`config.mk`:
```
export PLATFORM = sky130hd
export DESIGN_NAME = ram_block_mover
export DESIGN_NICKNAME = d
export VERILOG_FILES = /design/src/rtl/ram_pkg.sv /design/src/rtl/block_addr_gen.sv /design/src/rtl/ram_block_mover.sv
export SDC_FILE = /design/constraint.sdc
export NUM_CORES = 1
export LEC_CHECK = 0
export ABC_AREA = 0
export CELL_PAD_IN_SITES_DETAIL_PLACEMENT = 2
export CELL_PAD_IN_SITES_GLOBAL_PLACEMENT = 2
export CORE_ASPECT_RATIO = 0.75
export CORE_UTILIZATION = 32
export DETAILED_ROUTE_END_ITERATION = 10
export HOLD_SLACK_MARGIN = 0.03
export PLACE_DENSITY_LB_ADDON = 0.1
export SYNTH_ARGS = -nofsm -noshare
export SYNTH_HDL_FRONTEND = slang
export SYNTH_SLANG_ARGS = --single-unit
```
`constraint.sdc`:
```
create_clock -name clk -period 6.6 [get_ports clk]
set_input_delay 0.66 -clock clk [delete_from_list [all_inputs] [get_ports clk]]
set_output_delay 0.66 -clock clk [all_outputs]
set_load 0.01 [all_outputs]
```
`src/rtl/ram_pkg.sv`:
```
// Shared SoC RAM map constants and the block mover state type.
package ram_pkg;

  localparam int unsigned CONST_BASE = 0;
  localparam int unsigned CONST_LAST = 1207;
  localparam int unsigned BLOCK_BASE = 1208;
  localparam int unsigned BLOCK_LAST = 1536;
  localparam int unsigned ROW_BASE   = 2000;
  localparam int unsigned ROW_LAST   = 3024;

  typedef enum logic [1:0] {
    IDLE,
    READ,
    WRITE,
    DONE
  } mover_state_t;

  // Counter width able to hold 0..n-1, never narrower than one bit.
  function automatic int unsigned cnt_w(input int unsigned n);
    return (n > 1) ? $clog2(n) : 1;
  endfunction

endpackage

```
`src/rtl/block_addr_gen.sv`:
```
// Tile address generator: row/column counters, strided source pointer and packed
// destination pointer for the block mover.
module block_addr_gen #(
  parameter int unsigned WIDTH    = 32,
  parameter int unsigned BLK_ROWS = 8,
  parameter int unsigned BLK_COLS = 8
) (
  input  logic             clk,
  input  logic             rst,
  input  logic             load,
  input  logic             advance,
  input  logic [WIDTH-1:0] src_addr,
  input  logic [WIDTH-1:0] dst_addr,
  input  logic [WIDTH-1:0] stride,
  output logic [WIDTH-1:0] src_ptr,
  output logic [WIDTH-1:0] dst_ptr,
  output logic             last
);
  import ram_pkg::*;

  localparam int unsigned RW = cnt_w(BLK_ROWS);
  localparam int unsigned CW = cnt_w(BLK_COLS);
  localparam logic [RW-1:0] RLast = RW'(BLK_ROWS - 1);
  localparam logic [CW-1:0] CLast = CW'(BLK_COLS - 1);

  logic [RW-1:0]    r_q, r_d;
  logic [CW-1:0]    c_q, c_d;
  logic [WIDTH-1:0] row_base_q, row_base_d;
  logic [WIDTH-1:0] src_ptr_q, src_ptr_d;
  logic [WIDTH-1:0] dst_ptr_q, dst_ptr_d;
  logic [WIDTH-1:0] stride_q, stride_d;
  logic             col_last;

  assign col_last = (c_q == CLast);
  assign last     = col_last && (r_q == RLast);
  assign src_ptr  = src_ptr_q;
  assign dst_ptr  = dst_ptr_q;

  // src_ptr_q tracks row_base_q + c_q incrementally; adds wrap modulo 2^WIDTH.
  always_comb begin
    r_d        = r_q;
    c_d        = c_q;
    row_base_d = row_base_q;
    src_ptr_d  = src_ptr_q;
    dst_ptr_d  = dst_ptr_q;
    stride_d   = stride_q;
    if (load) begin
      r_d        = '0;
      c_d        = '0;
      row_base_d = src_addr;
      src_ptr_d  = src_addr;
      dst_ptr_d  = dst_addr;
      stride_d   = stride;
    end else if (advance) begin
      dst_ptr_d = dst_ptr_q + WIDTH'(1);
      if (col_last) begin
        c_d        = '0;
        r_d        = r_q + RW'(1);
        row_base_d = row_base_q + stride_q;
        src_ptr_d  = row_base_q + stride_q;
      end else begin
        c_d       = c_q + CW'(1);
        src_ptr_d = src_ptr_q + WIDTH'(1);
      end
    end
  end

  always_ff @(posedge clk) begin
    if (rst) begin
      r_q        <= '0;
      c_q        <= '0;
      row_base_q <= '0;
      src_ptr_q  <= '0;
      dst_ptr_q  <= '0;
      stride_q   <= '0;
    end else begin
      r_q        <= r_d;
      c_q        <= c_d;
      row_base_q <= row_base_d;
      src_ptr_q  <= src_ptr_d;
      dst_ptr_q  <= dst_ptr_d;
      stride_q   <= stride_d;
    end
  end

endmodule

```
`src/rtl/ram_block_mover.sv`:
```
// Bus initiator copying a BLK_ROWS x BLK_COLS word tile between RAM regions,
// one read cycle and one write cycle per word, only while the arbiter grants.
module ram_block_mover #(
  parameter int unsigned WIDTH    = 32,
  parameter int unsigned BLK_ROWS = 8,
  parameter int unsigned BLK_COLS = 8
) (
  input  logic             clk,
  input  logic             rst,
  input  logic             start,
  input  logic [WIDTH-1:0] src_addr,
  input  logic [WIDTH-1:0] dst_addr,
  input  logic [WIDTH-1:0] stride,
  output logic             busy,
  output logic             done,
  output logic             mem_req,
  input  logic             mem_gnt,
  output logic [WIDTH-1:0] address,
  output logic [WIDTH-1:0] wdata,
  output logic             enw,
  input  logic [WIDTH-1:0] rdata
);
  import ram_pkg::*;

  mover_state_t     state_q;
  logic [WIDTH-1:0] data_q;
  logic [WIDTH-1:0] src_ptr;
  logic [WIDTH-1:0] dst_ptr;
  logic             last;
  logic             load;
  logic             advance;

  assign load    = (state_q == IDLE) && start;
  assign advance = (state_q == WRITE) && mem_gnt;

  block_addr_gen #(
    .WIDTH   (WIDTH),
    .BLK_ROWS(BLK_ROWS),
    .BLK_COLS(BLK_COLS)
  ) u_addr_gen (
    .clk     (clk),
    .rst     (rst),
    .load    (load),
    .advance (advance),
    .src_addr(src_addr),
    .dst_addr(dst_addr),
    .stride  (stride),
    .src_ptr (src_ptr),
    .dst_ptr (dst_ptr),
    .last    (last)
  );

  // Without a grant the mover stalls in place; pointers and data_q are held.
  always_ff @(posedge clk) begin
    if (rst) begin
      state_q <= IDLE;
      data_q  <= '0;
    end else begin
      unique case (state_q)
        IDLE: begin
          if (start) state_q <= READ;
        end
        READ: begin
          if (mem_gnt) begin
            data_q  <= rdata;
            state_q <= WRITE;
          end
        end
        WRITE: begin
          if (mem_gnt) state_q <= last ? DONE : READ;
        end
        DONE: begin
          state_q <= IDLE;
        end
        default: state_q <= IDLE;
      endcase
    end
  end

  always_comb begin
    busy    = (state_q != IDLE);
    done    = (state_q == DONE);
    mem_req = (state_q == READ) || (state_q == WRITE);
    enw     = (state_q == WRITE) && mem_gnt;
    address = '0;
    wdata   = '0;
    if (mem_gnt) begin
      if (state_q == READ) begin
        address = src_ptr;
      end else if (state_q == WRITE) begin
        address = dst_ptr;
        wdata   = data_q;
      end
    end
  end

endmodule
```
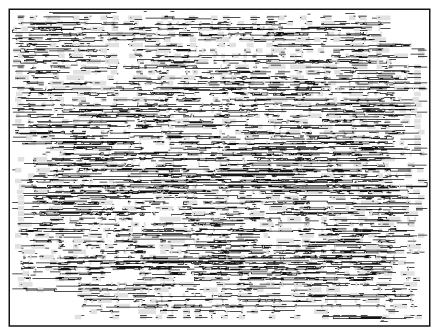
Run 1: metal 1
(2 px per um)
longest straight run: 66.7 um
nets with wire on the layer: 1617
share of all routed wire: 48%
main direction: horizontal
via count: 10.9k
final wirelength: 41000 um
met1 Resource Use GR: 33.2%

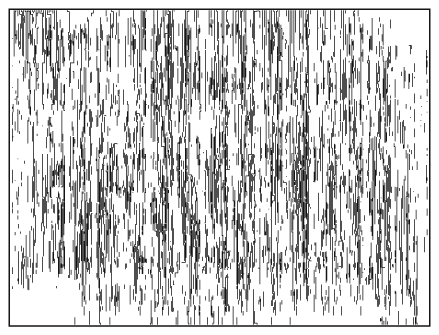
Run 1: metal 2
(2 px per um)
share of all routed wire: 47%
main direction: vertical

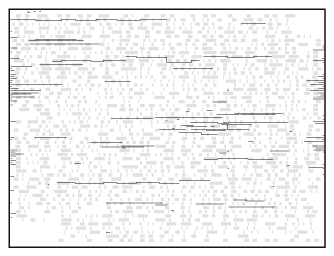
Run 1: the metal 3 layer
(1.5 px per um)
share of all routed wire: 3.9%
longest straight run: 46.2 um
nets with wire on the layer: 115
M3 GR Usage: 4.70%

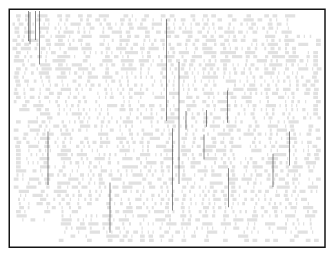
Run 1: signal wires on met4
(1.5 px per um)
wire length on this layer: 497 um
main direction: vertical
share of all routed wire: 1.2%

==> run summary, run 1 <==
impl run done, here's what came out: outcome=finished clean, post-synth tally of flip-flops with integrated enable=0, GRT Total Usage=around a quarter, flop share of the area=between 20% and 30%, Rows=56, top-area cell type share of the netlist area=32.6%, Synth Flop Type=dfxtp_1, met3 WL=between 1500 and 2000 um, Max Cap Viol=0, Final Power=3.79 mW, Hold Path End=data_q[27], placed inst area=about 13000 um2, largest cell class by area=multi-input combinational cells, chip area in the Yosys report=10300 um2, diode count=0, Power Dens Cells=between 200 and 300 nW/um2, Yosys warnings=0, Least-Margin Pin Slew=roughly 1.1 ns, Flops after synth=168, Hold Slack=around 0.46 ns, sequential cell count=about 170, Finished Cell Area=13200 um2, P&R area growth vs syn=28.2%, wire length on met2=roughly 19000 um, Layout fillers=between 3k and 4k, Setup Skew=around 0.015 ns, Largest delay share family, worst path=buffers and inverters, FF-to-FF Start=u_addr_gen.stride_q[4], Seq. pwr=1.38 mW, initial antenna violation count=0, GRT overflow=0, Max Clk Rate=0.242 GHz, DRT Pass-1 Iters=5, Residual DRC=0, number of DRC markers in iteration 0=between 400 and 500
-- run 1: worst max path at each step --
stage | from | end | slack (ns) | cells past startpoint
after floorplan | u_addr_gen.stride_q[0] | u_addr_gen.src_ptr[16] | 4.15 | 10
after global placement | mem_gnt | wdata[4] | 2.65 | 7
after detailed placement | mem_gnt | wdata[18] | 2.41 | 7
after CTS | mem_gnt | wdata[18] | 2.40 | 7
after global routing | mem_gnt | wdata[18] | 2.25 | 7
final | mem_gnt | wdata[18] | 2.47 | 7
-- run 1: cells by family (layout without fill, tap and decap cells) --
family                     Yosys count  in the layout  synth area share (%)
and+or+nand+nor                    637            637                  27.8
AOI/OAI and AO/OA                  394            394                  23.5
DFF                                168            168                  32.6
buffers and inverters              117            265                  4.35
xor gates and xnor gates            70             70                  5.94
adders and majority gates           43             43                  5.28
muxes                                6              6                 0.594
Run 1, congestion heat map:
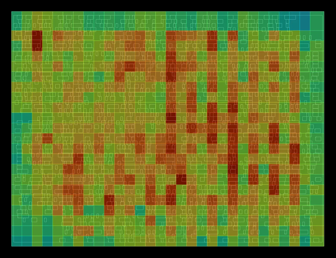

==> run 1 -> run 2 <==
--- a/config.mk
+++ b/config.mk
@@ -9,7 +9,7 @@
 export CELL_PAD_IN_SITES_DETAIL_PLACEMENT = 2
 export CELL_PAD_IN_SITES_GLOBAL_PLACEMENT = 2
 export CORE_ASPECT_RATIO = 0.75
-export CORE_UTILIZATION = 32
+export CORE_UTILIZATION = 27
 export DETAILED_ROUTE_END_ITERATION = 10
 export HOLD_SLACK_MARGIN = 0.03
 export PLACE_DENSITY_LB_ADDON = 0.1
==> constraint.sdc (replaced) <==
create_clock -name clk -period 3.5 [get_ports clk]
set_input_delay 0.35 -clock clk [delete_from_list [all_inputs] [get_ports clk]]
set_output_delay 0.35 -clock clk [all_outputs]
set_load 0.01 [all_outputs]
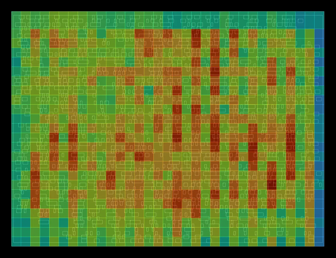
Run 2: congestion heat map
Avg WL per Cell: 20.0 um
GRT Total Usage: 21.4%

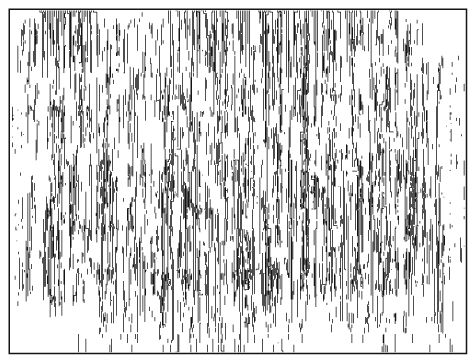
Run 2: metal 2
(2 px per um)
main direction: vertical
longest straight run: 67.0 um
nets with wire on the layer: 1560
grt met2 use: 36.0%
via count: 10.9k
final wirelength: 41900 um

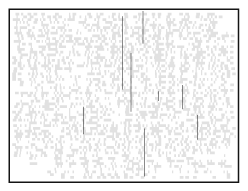
Run 2: signal wires on met4
(1 px per um)
nets with wire on the layer: 6
longest straight run: 72.8 um

==> run 2 against run 1 <==
Against the previous run:
- die area grew 18%
- clock skew shrank 0.0050 ns
- global-route usage shrank 3.5 points
- critical endpoint is now address[9]
- final area grew 1.8%
- worst setup slack lost 2.0 ns
==> run summary, run 2 <==
impl run done, here's what came out: Hold Slack=0.438 ns (was 0.458 ns), Critical path origin=state_q[1] (was mem_gnt), top-area cell type share of the netlist area=32.6% (unchanged), Synth Flop Type=dfxtp_1 (unchanged), Layout fillers=4346 (was 3676), diode count=0 (unchanged), Worst path depth=7 (unchanged), Hold Path End=u_addr_gen.stride_q[30] (was data_q[27]), initial antenna violation count=0 (unchanged), xor/xnor share=5.94% (unchanged), Yosys warnings=0 (unchanged), largest cell class by area=multi-input combinational cells (unchanged), outcome=finished clean (unchanged), sequential cell count=168 (unchanged), Final Power=7.19 mW (was 3.79 mW), number of DRC markers in iteration 0=493 (was 487), Power Dens Cells=533 nW/um2 (was 286 nW/um2), Max Cap Viol=0 (unchanged), Setup crit end=address[9] (was wdata[18]), P&R area growth vs syn=30.5% (was 28.2%), Residual DRC=0 (unchanged), adder share=5.28% (unchanged), chip area in the Yosys report=10300 um2 (unchanged), mux frac, synth=0.594% (unchanged), Largest delay share family, worst path=buffers and inverters (unchanged), Flops after synth=168 (unchanged), GRT overflow=0 (unchanged)
-- run 2: cell counts after synthesis --
Identical to the previous run, type by type.
-- run 2: metal layers --
metal,global-route usage [%],share of wire (%),up-vias
met3,3.56,2.5,19
met2,36.0,47,125
met4,3.56,0.71,0
met1,29.0,50,5440
met5,0,0,-
li1,-,-,5298
-- run 2: cell families (layout without fill, tap and decap cells) --
| kind of cell | Yosys count | in the layout |
|---|---|---|
| simple gates | 637 | 637 |
| compound gates | 394 | 394 |
| flops | 168 | 168 |
| buf+inv | 117 | 279 |
| xor+xnor | 70 | 70 |
| fa+ha+maj | 43 | 43 |
| mux | 6 | 6 |
-- run 2: power by group --
part	switching, mW	internal (mW)	leakage [nW]
Clock	0.858	1.33	0.308
Combinational	1.48	0.928	3.25
Sequential	0.340	2.25	1.38
Total	2.67	4.51	4.94
Run 2, metal 1:
(1.5 px per um)
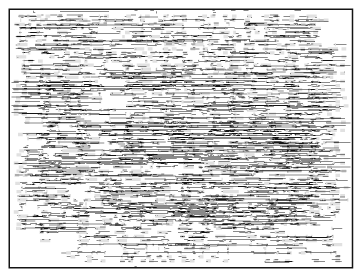

==> run 2 -> run 3 <==
--- a/config.mk
+++ b/config.mk
@@ -11,6 +11,7 @@
 export CORE_ASPECT_RATIO = 0.75
 export CORE_UTILIZATION = 27
 export DETAILED_ROUTE_END_ITERATION = 10
+export GPL_TIMING_DRIVEN = 0
 export HOLD_SLACK_MARGIN = 0.03
 export PLACE_DENSITY_LB_ADDON = 0.1
 export SYNTH_ARGS = -nofsm -noshare
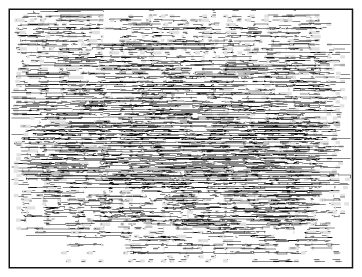
Run 3: metal 1
(1.5 px per um)
share of all routed wire: 51%
wire length on this layer: 25.1 mm
nets with wire on the layer: 1688

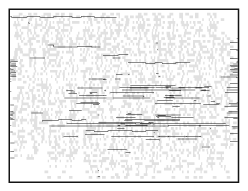
Run 3: the metal 3 layer
(1 px per um)
longest straight run: 119 um
share of all routed wire: 4.7%
wire length on this layer: 2320 um
main direction: horizontal
nets with wire on the layer: 131

==> run 3 against run 2 <==
Against the previous run:
- first-iteration DRC count increased by 30%
- area after synthesis is the same
- final area up 0.80%
- non-clock buffer count rose by 66
- sequential cell count unchanged
- global-route usage is 3.8 points higher
- count of clock-buffer cells in the layout fell by 1
- synthesized cell count did not move
- critical path type unchanged
==> run summary, run 3 <==
impl run done, here's what came out: outcome=finished clean (unchanged), Seq. pwr=2.60 mW (was 2.59 mW), mux frac, synth=0.594% (unchanged), Top Consumer=combinational cells (was registers), Max Clk Rate=0.294 GHz (was 0.326 GHz), DRT Pass-1 Iters=5 (unchanged), xor/xnor share=5.94% (unchanged), Setup crit end=enw (was address[9]), final wirelength=49600 um (was 41900 um), Flops after synth=168 (unchanged), Pint=4.36 mW (was 4.51 mW), adder share=5.28% (unchanged), met1 Resource Use GR=36.1% (was 29.0%), number of DRC markers in iteration 0=643 (was 493), Top non-seq family=simple AND/OR/NAND/NOR gates (unchanged), Worst path depth=7 (unchanged), Comb pwr share=36.2% (was 33.5%), diode count=0 (unchanged), Reg power frac=35.5% (was 36.0%), P&R area growth vs syn=31.6% (was 30.5%), placed inst area=12900 um2 (was 12800 um2), chip area in the Yosys report=10300 um2 (unchanged), Setup Skew=0.0103 ns (was 0.00966 ns), Simple-Gate Area Share=27.8% (unchanged), Critical path origin=state_q[0] (was state_q[1]), Rows=61 (unchanged), Power Dens Cells=539 nW/um2 (was 533 nW/um2), initial antenna violation count=0 (unchanged), Yosys warnings=0 (unchanged), Layout fillers=4381 (was 4346), Least-Margin Pin Slew=1.14 ns (was 1.22 ns), Post-Synth AOI/OAI Area=23.5% (unchanged), post-synth tally of flip-flops with integrated enable=0 (unchanged), sequential cell count=168 (unchanged), P_clk=2.07 mW (was 2.19 mW), via count=11.5k (was 10.9k), top-area cell type share of the netlist area=32.6% (unchanged), Switch Pwr=2.96 mW (was 2.67 mW), Residual DRC=0 (unchanged), FF-to-FF Start=state_q[0] (was u_addr_gen.stride_q[10]), flop share of the area=24.7% (was 24.9%), sw frac=40.5% (was 37.2%), GRT overflow=0 (unchanged), largest cell class by area=multi-input combinational cells (unchanged), Finished Cell Area=13600 um2 (was 13500 um2), clock power share=28.3% (was 30.5%)
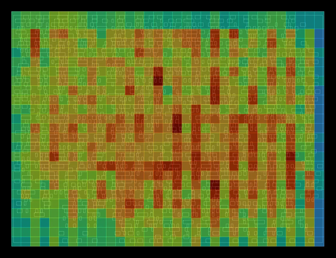
Run 3: congestion heat map
Avg WL per Cell: 22.9 um
GRT Total Usage: 25.2%
gr busiest metal: met2
Util after Layout: 36.3%

==> run 3: repair_timing <==
| action | in CTS | in global routing |
|---|---|---|
| endpoints found under the setup margin | 57 | 68 |
| gates resized | 5 | 20 |
| buffers inserted | 0 | 0 |
==> run 3: through the flow <==
stage | hold slack, ns | setup TNS, ns | setup WS, ns | instances
finish | 0.438 | 0 | 0.0955 | 2168
global route | 0.432 | -0.0354 | -0.0338 | 2168
CTS | 0.422 | 0 | 0.00299 | 2168
detailed placement | 0.446 | -2.37 | -0.239 | 2137
global placement | 0.438 | -2.91 | -0.312 | 2137
floorplan | 0.432 | 0 | 1.05 | 1435
==> run 3: metal layers <==
layer,share of wire [%],up-vias
met5,0,-
met4,0.86,0
met3,4.7,25
met2,44,246
met1,51,5762
li1,-,5439
No activity file was given, so power comes from the tool's default toggle rates.
